===== src/rtl/uart_cmd_decoder.sv =====
// uart_cmd_decoder: UART (8N1) command front end for the on-chip debugger.
// Collects opcode/address/data frames from srx, issues one strobe per command to the
// debug controller and sends the read data or an ack byte back over stx.
// Optional build macro: UART_CMD_TIMEOUT_EN discards stale partial frames.

module uart_cmd_decoder #(
    parameter int unsigned CLK_HZ = 50_000_000,
    parameter int unsigned BAUD   = 115_200
) (
    input  logic        clk,
    input  logic        reset_n,
    input  logic        srx,
    output logic        stx,
    input  logic        ctrlr_busy,
    input  logic [31:0] d_rd,
    output logic [3:0]  debug_fn,
    output logic [31:0] addr,
    output logic [31:0] d_in,
    output logic        out_valid,
    output logic        frame_err
);

    localparam int unsigned CLKS_PER_BIT = CLK_HZ / BAUD;
    localparam int unsigned CW           = $clog2(CLKS_PER_BIT + 1);
    localparam logic [CW-1:0] BitLast    = CW'(CLKS_PER_BIT - 1);
    localparam logic [CW-1:0] HalfLast   = CW'(CLKS_PER_BIT / 2 - 1);
    localparam logic [CW-1:0] CntOne     = CW'(1);

    localparam logic [7:0] OpFirstAddr = 8'd5;
    localparam logic [7:0] OpMemWr     = 8'd8;
    localparam logic [7:0] OpRegWr     = 8'd10;
    localparam logic [7:0] OpLast      = 8'd10;
    localparam logic [3:0] FnStatus    = 4'd4;
    localparam logic [3:0] FnMemRd     = 4'd7;
    localparam logic [3:0] FnRegRd     = 4'd9;

    // ------------------------------------------------------------------
    // RX path
    // ------------------------------------------------------------------
    typedef enum logic [1:0] {RxIdle, RxStart, RxData, RxStop} rx_state_e;

    rx_state_e     rx_state, rx_state_d;
    logic          srx_meta, srx_sync, srx_prev;
    logic [CW-1:0] rx_cnt;
    logic [2:0]    rx_bit;
    logic [7:0]    rx_shift;
    logic          rx_start, rx_done, rx_ferr;

    assign rx_start = (rx_state == RxIdle) && srx_prev && !srx_sync;
    assign rx_done  = (rx_state == RxStop) && (rx_cnt == BitLast) && srx_sync;
    assign rx_ferr  = (rx_state == RxStop) && (rx_cnt == BitLast) && !srx_sync;

    // Two-flop synchronizer plus one delayed copy for falling-edge detection.
    always_ff @(posedge clk or negedge reset_n) begin
        if (!reset_n) begin
            srx_meta <= 1'b1;
            srx_sync <= 1'b1;
            srx_prev <= 1'b1;
        end else begin
            srx_meta <= srx;
            srx_sync <= srx_meta;
            srx_prev <= srx_sync;
        end
    end

    // RX state register.
    always_ff @(posedge clk or negedge reset_n) begin
        if (!reset_n) begin
            rx_state <= RxIdle;
        end else begin
            rx_state <= rx_state_d;
        end
    end

    // RX next state: start bit re-checked at half a bit, then mid-bit sampling.
    always_comb begin
        rx_state_d = rx_state;
        case (rx_state)
            RxIdle:  if (rx_start) rx_state_d = RxStart;
            RxStart: if (rx_cnt == HalfLast) rx_state_d = srx_sync ? RxIdle : RxData;
            RxData:  if ((rx_cnt == BitLast) && (rx_bit == 3'd7)) rx_state_d = RxStop;
            RxStop:  if (rx_cnt == BitLast) rx_state_d = RxIdle;
            default: rx_state_d = RxIdle;
        endcase
    end

    // RX bit timer and LSB-first shift register.
    always_ff @(posedge clk or negedge reset_n) begin
        if (!reset_n) begin
            rx_cnt   <= '0;
            rx_bit   <= 3'd0;
            rx_shift <= 8'h00;
        end else begin
            if (rx_state == RxIdle) begin
                rx_cnt <= '0;
            end else if ((rx_state == RxStart && rx_cnt == HalfLast) || rx_cnt == BitLast) begin
                rx_cnt <= '0;
            end else begin
                rx_cnt <= rx_cnt + CntOne;
            end
            if (rx_state == RxStart) begin
                rx_bit <= 3'd0;
            end else if (rx_state == RxData && rx_cnt == BitLast) begin
                rx_bit   <= rx_bit + 3'd1;
                rx_shift <= {srx_sync, rx_shift[7:1]};
            end
        end
    end

    // ------------------------------------------------------------------
    // Command FSM
    // ------------------------------------------------------------------
    typedef enum logic [2:0] {StCollect, StIssue, StWaitDone, StReply, StErrReply} state_e;

    state_e      state, state_d;
    logic [3:0]  byte_cnt;
    logic [7:0]  op_q;
    logic [31:0] addr_sh, data_sh;
    logic [7:0]  cur_op;
    logic [3:0]  frame_len;
    logic        bad_op, frame_last, timeout, fn_is_read;
    logic        tx_start, tx_done;
    logic [31:0] tx_word_d;
    logic [2:0]  tx_bytes_d;

    // Frame length is decided by the opcode, which may be arriving right now.
    always_comb begin
        cur_op = (byte_cnt == 4'd0) ? rx_shift : op_q;
        bad_op = cur_op > OpLast;
        if (bad_op || cur_op < OpFirstAddr) begin
            frame_len = 4'd1;
        end else if (cur_op == OpMemWr || cur_op == OpRegWr) begin
            frame_len = 4'd9;
        end else begin
            frame_len = 4'd5;
        end
        frame_last = rx_done && !timeout && (byte_cnt + 4'd1 == frame_len);
        fn_is_read = (debug_fn == FnStatus) || (debug_fn == FnMemRd) || (debug_fn == FnRegRd);
    end

`ifdef UART_CMD_TIMEOUT_EN
    localparam int unsigned TO_CYCLES = 160 * CLKS_PER_BIT;
    localparam int unsigned TW        = $clog2(TO_CYCLES + 1);
    localparam logic [TW-1:0] ToLast  = TW'(TO_CYCLES - 1);

    logic [TW-1:0] to_cnt;

    assign timeout = (state == StCollect) && (byte_cnt != 4'd0) && (to_cnt == ToLast);

    // Idle timer for a partial frame; restarted by every start bit.
    always_ff @(posedge clk or negedge reset_n) begin
        if (!reset_n) begin
            to_cnt <= '0;
        end else if (state != StCollect || byte_cnt == 4'd0 || rx_start || timeout) begin
            to_cnt <= '0;
        end else begin
            to_cnt <= to_cnt + TW'(1);
        end
    end
`else
    assign timeout = 1'b0;
`endif

    // Command FSM state register.
    always_ff @(posedge clk or negedge reset_n) begin
        if (!reset_n) begin
            state <= StCollect;
        end else begin
            state <= state_d;
        end
    end

    // Command FSM next state.
    always_comb begin
        state_d = state;
        case (state)
            StCollect:  if (frame_last) state_d = bad_op ? StErrReply : StIssue;
            StIssue:    if (!ctrlr_busy) state_d = StWaitDone;
            StWaitDone: if (!ctrlr_busy) state_d = StReply;
            StReply:    if (tx_done) state_d = StCollect;
            StErrReply: if (tx_done) state_d = StCollect;
            default:    state_d = StCollect;
        endcase
    end

    // Command FSM outputs: strobe and reply launch (d_rd is captured by the TX load).
    always_comb begin
        out_valid  = (state == StIssue) && !ctrlr_busy;
        tx_start   = 1'b0;
        tx_word_d  = 32'h0;
        tx_bytes_d = 3'd1;
        if (state == StWaitDone && !ctrlr_busy) begin
            tx_start = 1'b1;
            if (fn_is_read) begin
                tx_word_d  = d_rd;
                tx_bytes_d = 3'd4;
            end else begin
                tx_word_d = {4'hA, debug_fn, 24'h0};
            end
        end else if (state == StCollect && frame_last && bad_op) begin
            tx_start  = 1'b1;
            tx_word_d = {8'hEE, 24'h0};
        end
    end

    // Frame assembly; command outputs load only on the final byte and then hold.
    always_ff @(posedge clk or negedge reset_n) begin
        if (!reset_n) begin
            byte_cnt <= 4'd0;
            op_q     <= 8'h00;
            addr_sh  <= 32'h0;
            data_sh  <= 32'h0;
            debug_fn <= 4'd0;
            addr     <= 32'h0;
            d_in     <= 32'h0;
        end else if (state == StCollect) begin
            if (rx_ferr || timeout) begin
                byte_cnt <= 4'd0;
            end else if (rx_done) begin
                if (frame_last) begin
                    byte_cnt <= 4'd0;
                    if (!bad_op) begin
                        debug_fn <= cur_op[3:0];
                        case (frame_len)
                            4'd5:    addr <= {addr_sh[23:0], rx_shift};
                            4'd9:    addr <= addr_sh;
                            default: addr <= 32'h0;
                        endcase
                        d_in <= (frame_len == 4'd9) ? {data_sh[23:0], rx_shift} : 32'h0;
                    end
                end else begin
                    byte_cnt <= byte_cnt + 4'd1;
                    if (byte_cnt == 4'd0) begin
                        op_q <= rx_shift;
                    end else if (byte_cnt <= 4'd4) begin
                        addr_sh <= {addr_sh[23:0], rx_shift};
                    end else begin
                        data_sh <= {data_sh[23:0], rx_shift};
                    end
                end
            end
        end
    end

    // Framing errors (and, when enabled, stale-frame timeouts) as a one-cycle pulse.
    always_ff @(posedge clk or negedge reset_n) begin
        if (!reset_n) begin
            frame_err <= 1'b0;
        end else begin
            frame_err <= rx_ferr || timeout;
        end
    end

    // ------------------------------------------------------------------
    // TX path
    // ------------------------------------------------------------------
    logic          tx_active;
    logic [CW-1:0] tx_cnt;
    logic [3:0]    tx_bit;   // 0 = start, 1..8 = data, 9 = stop
    logic [2:0]    tx_left;
    logic [31:0]   tx_word;
    logic [7:0]    tx_byte;

    assign tx_byte = tx_word[31:24];
    assign tx_done = tx_active && (tx_bit == 4'd9) && (tx_cnt == BitLast) && (tx_left == 3'd1);

    // Serializer: the line itself is a register so reset forces it high at once.
    always_ff @(posedge clk or negedge reset_n) begin
        if (!reset_n) begin
            tx_active <= 1'b0;
            tx_cnt    <= '0;
            tx_bit    <= 4'd0;
            tx_left   <= 3'd0;
            tx_word   <= 32'h0;
            stx       <= 1'b1;
        end else if (tx_start) begin
            tx_active <= 1'b1;
            tx_cnt    <= '0;
            tx_bit    <= 4'd0;
            tx_left   <= tx_bytes_d;
            tx_word   <= tx_word_d;
            stx       <= 1'b0;
        end else if (tx_active) begin
            if (tx_cnt == BitLast) begin
                tx_cnt <= '0;
                if (tx_bit == 4'd9) begin
                    if (tx_left > 3'd1) begin
                        // Next byte starts straight after the stop bit.
                        tx_left <= tx_left - 3'd1;
                        tx_word <= {tx_word[23:0], 8'h00};
                        tx_bit  <= 4'd0;
                        stx     <= 1'b0;
                    end else begin
                        tx_active <= 1'b0;
                        stx       <= 1'b1;
                    end
                end else begin
                    tx_bit <= tx_bit + 4'd1;
                    stx    <= (tx_bit == 4'd8) ? 1'b1 : tx_byte[tx_bit[2:0]];
                end
            end else begin
                tx_cnt <= tx_cnt + CntOne;
            end
        end
    end

endmodule


===== config.mk =====
export PLATFORM = sky130hd
export DESIGN_NAME = uart_cmd_decoder
export DESIGN_NICKNAME = d
export VERILOG_FILES = /design/src/rtl/uart_cmd_decoder.sv
export SDC_FILE = /design/constraint.sdc
export NUM_CORES = 1
export LEC_CHECK = 0
export CORE_MARGIN = 1
export CORE_UTILIZATION = 57
export CTS_CLUSTER_DIAMETER = 120
export DETAILED_ROUTE_END_ITERATION = 10
export PLACE_DENSITY = 0.8
export SYNTH_ARGS = -nofsm -noshare
export SYNTH_HDL_FRONTEND = slang
export SYNTH_SLANG_ARGS = --single-unit

===== constraint.sdc =====
create_clock -name clk -period 3.1 [get_ports clk]
set_input_delay 0.31 -clock clk [delete_from_list [all_inputs] [get_ports clk]]
set_output_delay 0.31 -clock clk [all_outputs]
set_load 0.02 [all_outputs]

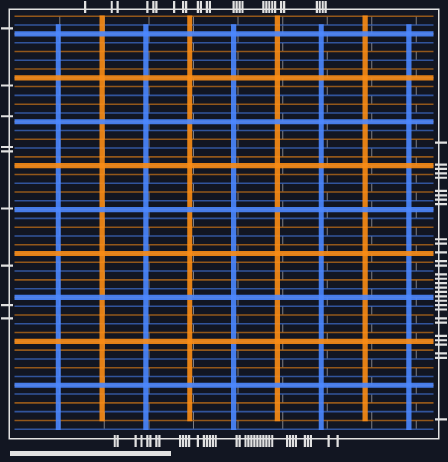
Figure 1: floorplan with the power grid.
Bar = 50 um. Pins as bars on the die edge. Tap cells in gray.
| net | color |
|---|---|
| VDD | orange |
| VSS | blue |
tap cells: 220
met4 straps: 9
rows: 47
signal pins: 107
met1 rails: 48

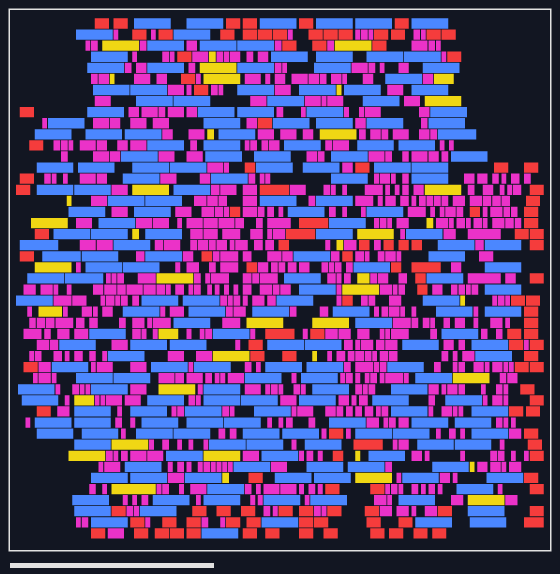
Figure 2: cell classes on the final placement.
Bar = 50 um.
| class | color | cells | share of their area |
|---|---|---|---|
| other buffers and delay cells | red | 129 | 11% |
| flops | blue | 215 | 47% |
| combinational and other logic | magenta | 653 | 36% |
| clock drivers and dummy loads | yellow | 42 | 6.3% |

critical path, delay by kind of cell, from the launching register on:
kind | cells | cell delay, ns
AOI/OAI and AO/OA | 1 | 0.25
DFF | 1 | 0.38
muxes | 1 | 0.39
and+or+nand+nor | 4 | 1.73
per-layer routing:
layer,vias up,GRT usage [%],wire length (um)
met2,157,42.7,10700
met4,0,6.19,348
li1,3460,-,-
met3,27,3.14,820
met1,3625,36.0,9640
met5,-,0,0
synthesized netlist by cell type, types with 3 or more instances:
cell | count | share of area, %
nand2_1 | 145 | 5.6
dfrtp_1 | 211 | 54
a31oi_1 | 7 | 0.45
a21oi_1 | 27 | 1.4
mux2i_1 | 6 | 0.62
o21ai_0 | 98 | 5.1
buf_2 | 19 | 0.98
nor3b_1 | 8 | 0.62
clkbuf_1 | 35 | 1.4
or3_1 | 4 | 0.26
nand3b_1 | 4 | 0.31
nand4_1 | 8 | 0.52
dfstp_2 | 4 | 1.1
nor2_1 | 56 | 2.2
o2bb2ai_1 | 4 | 0.36
and2_1 | 3 | 0.19
a22oi_1 | 32 | 2.5
and3_1 | 7 | 0.45
o22ai_1 | 3 | 0.19
o211ai_1 | 3 | 0.23
xnor2_1 | 3 | 0.27
inv_1 | 23 | 0.89
nor3_1 | 8 | 0.41
xor2_1 | 10 | 0.90
o21a_1 | 17 | 1.3
a22o_1 | 8 | 0.72
nand2b_1 | 7 | 0.45
o21ai_1 | 9 | 0.46
nor4_1 | 4 | 0.26
ha_1 | 15 | 1.9
nand3_1 | 18 | 0.93
o22a_1 | 3 | 0.27
mux2_2 | 72 | 8.4
==> flow_metrics.tcl <==
# implementation run metrics
set metrics [dict create \
    status "complete, no violations" \
    whs_ns 0.211 \
    synth-edff-count 0 \
    slew-limit-headroom_pct 55.4 \
    nMultiInputCombCells 630 \
    cts_hold_buf 1 \
    syn_to_final_growth_pct 21.5 \
    final_layout_top_logic_cell "dfrtp_1" \
    min_to "srx_meta$_DFF_PN1_" \
    setup-tns-final_ns 0 \
    overflow 0 \
    rr_startpoint "op_q[4]$_DFFE_PN0P_" \
    max_cap_viol_count 0 \
    dpl.hpwl_um 14000 \
    seq_area_share_pct 45.6 \
    warnings 34 \
    p_clk_share_pct 40.4 \
    synthCells 924 \
    nClkBuffers 33 \
    via_count 7269 \
    top_power_group "sequential cells" \
    arrival_ns 3.26 \
    leakagePower_nw 5.20 \
    drc 0 \
    htree_num_levels 1 \
    cpMaxStageDelayCell "or4_4" \
    std_cell_rows 47 \
    cp.required_ns 3.49 \
]
